==> src/rtl/his_pkg.sv <==
// Shared defaults, FSM state encoding and bin-index helper for the
// per-pixel histogram builder.
package his_pkg;

  localparam int DEF_DATA_W            = 10;
  localparam int DEF_PIXEL_NUM         = 3;
  localparam int DEF_SAMPLES_PER_PIXEL = 2;
  localparam int DEF_ACQ_NUM           = 2;
  localparam int DEF_BIN_BITS          = 4;
  localparam int DEF_NBINS             = 2 ** DEF_BIN_BITS;
  localparam int DEF_CNT_W             = 8;

  typedef enum logic [1:0] {
    ST_ACC    = 2'd0,
    ST_SEARCH = 2'd1,
    ST_UPDATE = 2'd2
  } his_state_e;

  // The bin is the top bin_bits of the code.
  function automatic int unsigned bin_index(input int unsigned code,
                                            input int data_w,
                                            input int bin_bits);
    return (code >> (data_w - bin_bits)) & ((32'd1 << bin_bits) - 32'd1);
  endfunction

endpackage

==> src/rtl/his_builder_fsm_peak_scan.sv <==
// his_peak_scan: sequential argmax over a stream of (index, value) pairs.
// 'start' marks the first element and loads it unconditionally; afterwards
// only a strictly greater value replaces the held peak, so ties keep the
// earliest (lowest) index and an all-zero stream yields the first index.
module his_peak_scan #(
  parameter int CNT_W = 8,
  parameter int IDX_W = 4
) (
  input  logic             clk,
  input  logic             res,
  input  logic             en,
  input  logic             start,
  input  logic [CNT_W-1:0] val,
  input  logic [IDX_W-1:0] idx,
  output logic [IDX_W-1:0] peak
);

  logic [CNT_W-1:0] max_val;

  // Running maximum and its index.
  always_ff @(posedge clk) begin
    if (res) begin
      max_val <= '0;
      peak    <= '0;
    end else if (en && (start || val > max_val)) begin
      max_val <= val;
      peak    <= idx;
    end
  end

endmodule

==> src/rtl/his_builder_fsm.sv <==
// his_builder_fsm: bins pixel-major TOF codes into per-pixel histograms over
// ACQ_NUM acquisitions, scans each histogram for its peak bin (one bin per
// cycle), publishes the bin lower edges and clears the histograms.
// Optional macro HIS_BIN_SAT_EN: bin counters saturate instead of wrapping.
module his_builder_fsm
  import his_pkg::*;
#(
  parameter int DATA_W            = DEF_DATA_W,
  parameter int PIXEL_NUM         = DEF_PIXEL_NUM,
  parameter int SAMPLES_PER_PIXEL = DEF_SAMPLES_PER_PIXEL,
  parameter int ACQ_NUM           = DEF_ACQ_NUM,
  parameter int BIN_BITS          = DEF_BIN_BITS,
  parameter int CNT_W             = DEF_CNT_W
) (
  input  logic              clk,
  input  logic              res,
  input  logic              wrEn,
  input  logic [DATA_W-1:0] data,
  output logic [DATA_W-1:0] peakResult [PIXEL_NUM-1:0]
);

  localparam int NBINS = 2 ** BIN_BITS;
  localparam int SW = (SAMPLES_PER_PIXEL > 1) ? $clog2(SAMPLES_PER_PIXEL) : 1;
  localparam int PW = (PIXEL_NUM > 1) ? $clog2(PIXEL_NUM) : 1;
  localparam int AW = (ACQ_NUM > 1) ? $clog2(ACQ_NUM) : 1;

  localparam logic [1:0] ACC    = ST_ACC;
  localparam logic [1:0] SEARCH = ST_SEARCH;
  localparam logic [1:0] UPDATE = ST_UPDATE;

  logic [1:0]          state;
  logic [SW-1:0]       sample_cnt;
  logic [PW-1:0]       pix;
  logic [AW-1:0]       acq_cnt;
  logic [PW-1:0]       scan_pix;
  logic [BIN_BITS-1:0] scan_bin;
  logic [BIN_BITS-1:0] bin;
  logic [CNT_W-1:0]    hist     [PIXEL_NUM][NBINS];
  logic [BIN_BITS-1:0] peak_bin [PIXEL_NUM];

  logic accept, last_sample, last_pix, last_acq, last_bin, scan_last;

  assign bin         = BIN_BITS'(bin_index(32'(data), DATA_W, BIN_BITS));
  assign accept      = (state == ACC) && wrEn;
  assign last_sample = sample_cnt == SW'(SAMPLES_PER_PIXEL - 1);
  assign last_pix    = pix == PW'(PIXEL_NUM - 1);
  assign last_acq    = acq_cnt == AW'(ACQ_NUM - 1);
  assign last_bin    = &scan_bin;
  assign scan_last   = last_bin && (scan_pix == PW'(PIXEL_NUM - 1));

  function automatic logic [CNT_W-1:0] bin_inc(input logic [CNT_W-1:0] c);
`ifdef HIS_BIN_SAT_EN
    return (&c) ? c : c + 1'b1;
`else
    return c + 1'b1;
`endif
  endfunction

  // Sequencing: input counters in ACC, bin walk in SEARCH, one-cycle UPDATE.
  always_ff @(posedge clk) begin
    if (res) begin
      state      <= ACC;
      sample_cnt <= '0;
      pix        <= '0;
      acq_cnt    <= '0;
      scan_pix   <= '0;
      scan_bin   <= '0;
    end else begin
      case (state)
        ACC: if (wrEn) begin
          sample_cnt <= last_sample ? '0 : sample_cnt + 1'b1;
          if (last_sample) pix <= last_pix ? '0 : pix + 1'b1;
          if (last_sample && last_pix) acq_cnt <= last_acq ? '0 : acq_cnt + 1'b1;
          if (last_sample && last_pix && last_acq) state <= SEARCH;
        end
        SEARCH: begin
          scan_bin <= scan_bin + 1'b1;
          if (last_bin) scan_pix <= scan_last ? '0 : scan_pix + 1'b1;
          if (scan_last) state <= UPDATE;
        end
        UPDATE: state <= ACC;
        default: state <= ACC;
      endcase
    end
  end

  // Histogram storage: count accepted words, wipe on reset or after publish.
  always_ff @(posedge clk) begin
    if (res || state == UPDATE) begin
      for (int p = 0; p < PIXEL_NUM; p++)
        for (int b = 0; b < NBINS; b++)
          hist[p][b] <= '0;
    end else if (accept) begin
      hist[pix][bin] <= bin_inc(hist[pix][bin]);
    end
  end

  // One argmax per pixel; only the pixel currently being walked is enabled.
  for (genvar p = 0; p < PIXEL_NUM; p++) begin : g_scan
    his_peak_scan #(
      .CNT_W (CNT_W),
      .IDX_W (BIN_BITS)
    ) u_scan (
      .clk   (clk),
      .res   (res),
      .en    ((state == SEARCH) && (scan_pix == PW'(p))),
      .start (scan_bin == '0),
      .val   (hist[p][scan_bin]),
      .idx   (scan_bin),
      .peak  (peak_bin[p])
    );
  end

  // Publish all pixels together as the lower edge of each peak bin.
  always_ff @(posedge clk) begin
    if (res) begin
      for (int p = 0; p < PIXEL_NUM; p++) peakResult[p] <= '0;
    end else if (state == UPDATE) begin
      for (int p = 0; p < PIXEL_NUM; p++)
        peakResult[p] <= {peak_bin[p], {(DATA_W - BIN_BITS){1'b0}}};
    end
  end

endmodule

==> config.mk <==
export PLATFORM = sky130hd
export DESIGN_NAME = his_builder_fsm
export DESIGN_NICKNAME = d
export VERILOG_FILES = /design/src/rtl/his_pkg.sv /design/src/rtl/his_builder_fsm_peak_scan.sv /design/src/rtl/his_builder_fsm.sv
export SDC_FILE = /design/constraint.sdc
export NUM_CORES = 1
export LEC_CHECK = 0
export CORE_MARGIN = 1
export CORE_UTILIZATION = 50
export DETAILED_ROUTE_END_ITERATION = 10
export GPL_TIMING_DRIVEN = 0
export PLACE_DENSITY = 0.7
export SLEW_MARGIN = 15
export SYNTH_ARGS = -nofsm -noshare
export SYNTH_HDL_FRONTEND = slang
export SYNTH_HIERARCHICAL = 1
export SYNTH_SLANG_ARGS = --single-unit
export TNS_END_PERCENT = 20
==> constraint.sdc <==
create_clock -name clk -period 7.11 [get_ports clk]
set_clock_uncertainty 0.1 [all_clocks]
set_input_delay 2.133 -clock clk [delete_from_list [all_inputs] [get_ports clk]]
set_output_delay 2.133 -clock clk [all_outputs]
set_load 0.1 [all_outputs]
**Sequential cells colored by netlist name**

The bar under the picture is 50 µm long.
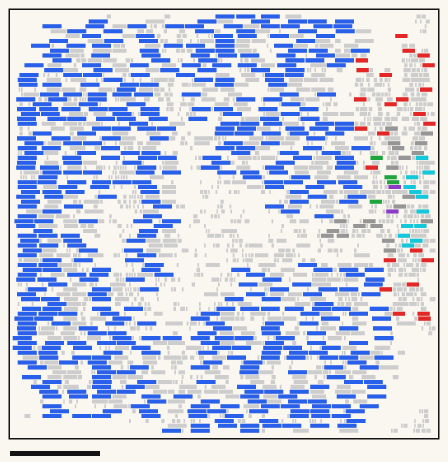
[red] `g_scan.u_scan/max_val` | placed flops: 24
[blue] `hist` | placed flops: 512 | where: widely spread
[cyan] `peakResult` | placed flops: 12 | where: east
[purple] `scan_pix` | placed flops: 2
[green] `scan_bin` | placed flops: 4 | where: east
not colored: 20

**Placement density heat map**

The bar under the picture is 50 µm long. 24 x 24 tiles, from white (low) to dark blue (high), 0 to 100% covered.
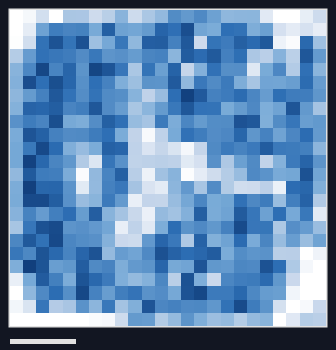
nearly empty tiles: 3.8%
tiles over 75% full: 18%
fullest tile: 94%
mean over tiles: 54%
Starting Density: 50.8%
CORE AREA: 55,300 µm²
final core utilization: 57.2%

==> results.json <==
{
  "status": "finished with violations",
  "violations": "negative setup slack",
  "diodes": 7,
  "pg_seq_uw": 3950,
  "fin_cells": 2804,
  "top_cells_by_area": "edfxtp_1 (55%), mux4_2 (18%), dfxtp_1 (4.4%)",
  "cts_tree": "done",
  "hold_class": "flop to flop",
  "grt_util_met2_pct": 60.4,
  "critical_path_arrival_ps": 7370,
  "slowest_stage": "clkbuf_1",
  "final_nets": 2038,
  "grt_max_degree": 32,
  "grtUsageMet1_pct": 52.6,
  "global_route.usage.met3_pct": 20.8,
  "cp_slowest_stage_delay_ps": 850,
  "fill_cells": 4461,
  "period_minus_slack_ps": 7240,
  "synth_area_leader_cell": "edfxtp_1",
  "path_cells": "buf_4 > clkbuf_1 > nor2_4 > a22oi_1 > a21oi_1 > nor4_2 > clkinvlp_4 > ha_1 > nand2_1 > clkbuf_2 > clkinvlp_4",
  "switchingPower_uw": 2270,
  "inv_count": 35,
  "r2r_setup_slack_ps": 560,
  "slew_violations": 0,
  "biggestCellCategory": "sequential cells",
  "buf_share_pct": 3.77,
  "grt-ovfl-total": 0,
  "pin_count": 43,
  "mostFrequentLayoutCells": "edfxtp_1 (512), nor2_1 (280), mux4_2 (230)",
  "pwr_density_cell_nw_per_um2": 265,
  "layout.cells.most_common": "edfxtp_1",
  "peakVddDrop_mv": 0.282,
  "antenna_found_initial": 20,
  "timing.critical_path.mode_cell": "clkinvlp_4",
  "worst_slack_ps": -126,
  "port_buffers": 16,
  "wl_um": 122000,
  "cts_root_buf": "clkbuf_16",
  "path_max_fanout": 16,
  "seq_area_share_pct": 52.6,
  "drive_above_1_share_pct": 24.2,
  "setup_viol": 62,
  "wl_per_cell_um": 43.4,
  "grt_first_pass_wirelength_um": 163000,
  "timing.rr.end": "hist[3][89]$_DFFE_PP_",
  "cts.reportedPaths.clkPinSlew_ps": 60,
  "syn2layout_area_growth_pct": 12.6,
  "worstMarginPinSlew_ps": 1360,
  "endpoint_kind": "flop",
  "gp_congestion": 1.08,
  "cap_viol_max_count": 0,
  "wl_met2_um": 50200,
  "holdPathStages": 2,
  "synth_flops": 574,
  "hold_start": "g_scan[1].u_scan/peak[3]$_SDFFE_PP0P_",
  "ys_types": 69,
  "clockBufferDepth": 3,
  "timing.final.crit_share_pct": 102,
  "seqPwrFrac_pct": 47.1,
  "top_layer": "met5",
  "intPower_uw": 6100,
  "place_area_um2": 29400,
  "placed_cells": 2681
}
**Wires at chosen ports, followed through buffers**

The bar under the picture is 50 µm long.
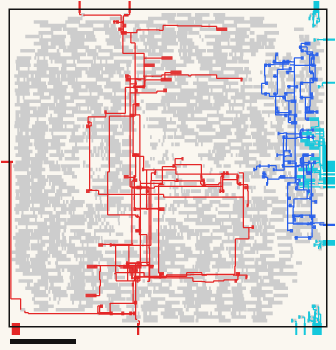
[red] `data` | direction: input | edge: 7 south, 2 north, 1 west | end cells: 80 | buffers: 13 | wire: 3,000 µm
[cyan] `peakResult` | direction: output | edge: 17 east, 9 south, 4 north | end cells: 30 | buffers: 30 | wire: 522 µm
[blue] `res` | direction: input | edge: east | end cells: 100 | buffers: 10 | wire: 1,090 µm

-- metrics by stage --
step	setup TNS [ps]	setup slack (ps)	total power [µW]	util, %
6_report	-6310	-126	8380	57.2
5_1_grt	0	30.9	8470	57.1
4_1_cts	0	0.849	8280	57.0
3_5_place_dp	-308520	-1680	4970	53.2
3_3_place_gp	-696090	-2980	4940	52.9
2_1_floorplan	0	1500	4480	-
-- worst max-delay path, delay by kind of cell --
family | cells | cell delay (ps)
adder cells (fa/ha/maj) | 1 | 490
buffers and inverters | 5 | 2950
AND-OR/OR-AND | 2 | 510
AND/OR/NAND/NOR | 3 | 1210
-- worst max path at each step --
| stage | to |
|---|---|
| finish | hist[3][89]$_DFFE_PP_ |
| detailed placement | hist[3][65]$_DFFE_PP_ |
| floorplan | hist[2][100]$_DFFE_PP_ |
| CTS | hist[3][68]$_DFFE_PP_ |
| global route | hist[2][65]$_DFFE_PP_ |
| global placement | hist[2][36]$_DFFE_PP_ |
-- timing repair --
item                       CTS  global route
cloned                       1             0
resized                      8             5
setup buffers                0             2
setup endpoints to repair  191            83
pin swaps                    0             1
-- kinds of logic (layout without fill, tap and decap cells) --
logic type | Yosys count | count (layout) | synth area share (%)
flip-flops | 574 | 574 | 59.2
multiplexers | 311 | 311 | 21.3
XOR/XNOR | 11 | 11 | 0.464
buffers and inverters | 183 | 321 | 3.61
adder cells (fa/ha/maj) | 27 | 27 | 1.20
other | 1 | 25 | 0.0134
AND/OR/NAND/NOR | 638 | 638 | 10.4
AND-OR/OR-AND | 149 | 149 | 3.76
-- flip-flops by register name, indices dropped and copies added (netlist names), 2 cells and up, named ones only --
name                   count
hist                     512
state                      2
pix                        2
peakResult                12
g_scan.u_scan/max_val     24
scan_pix                   2
scan_bin                   4
g_scan.u_scan/peak        12
Power and IR drop assume default switching activity.
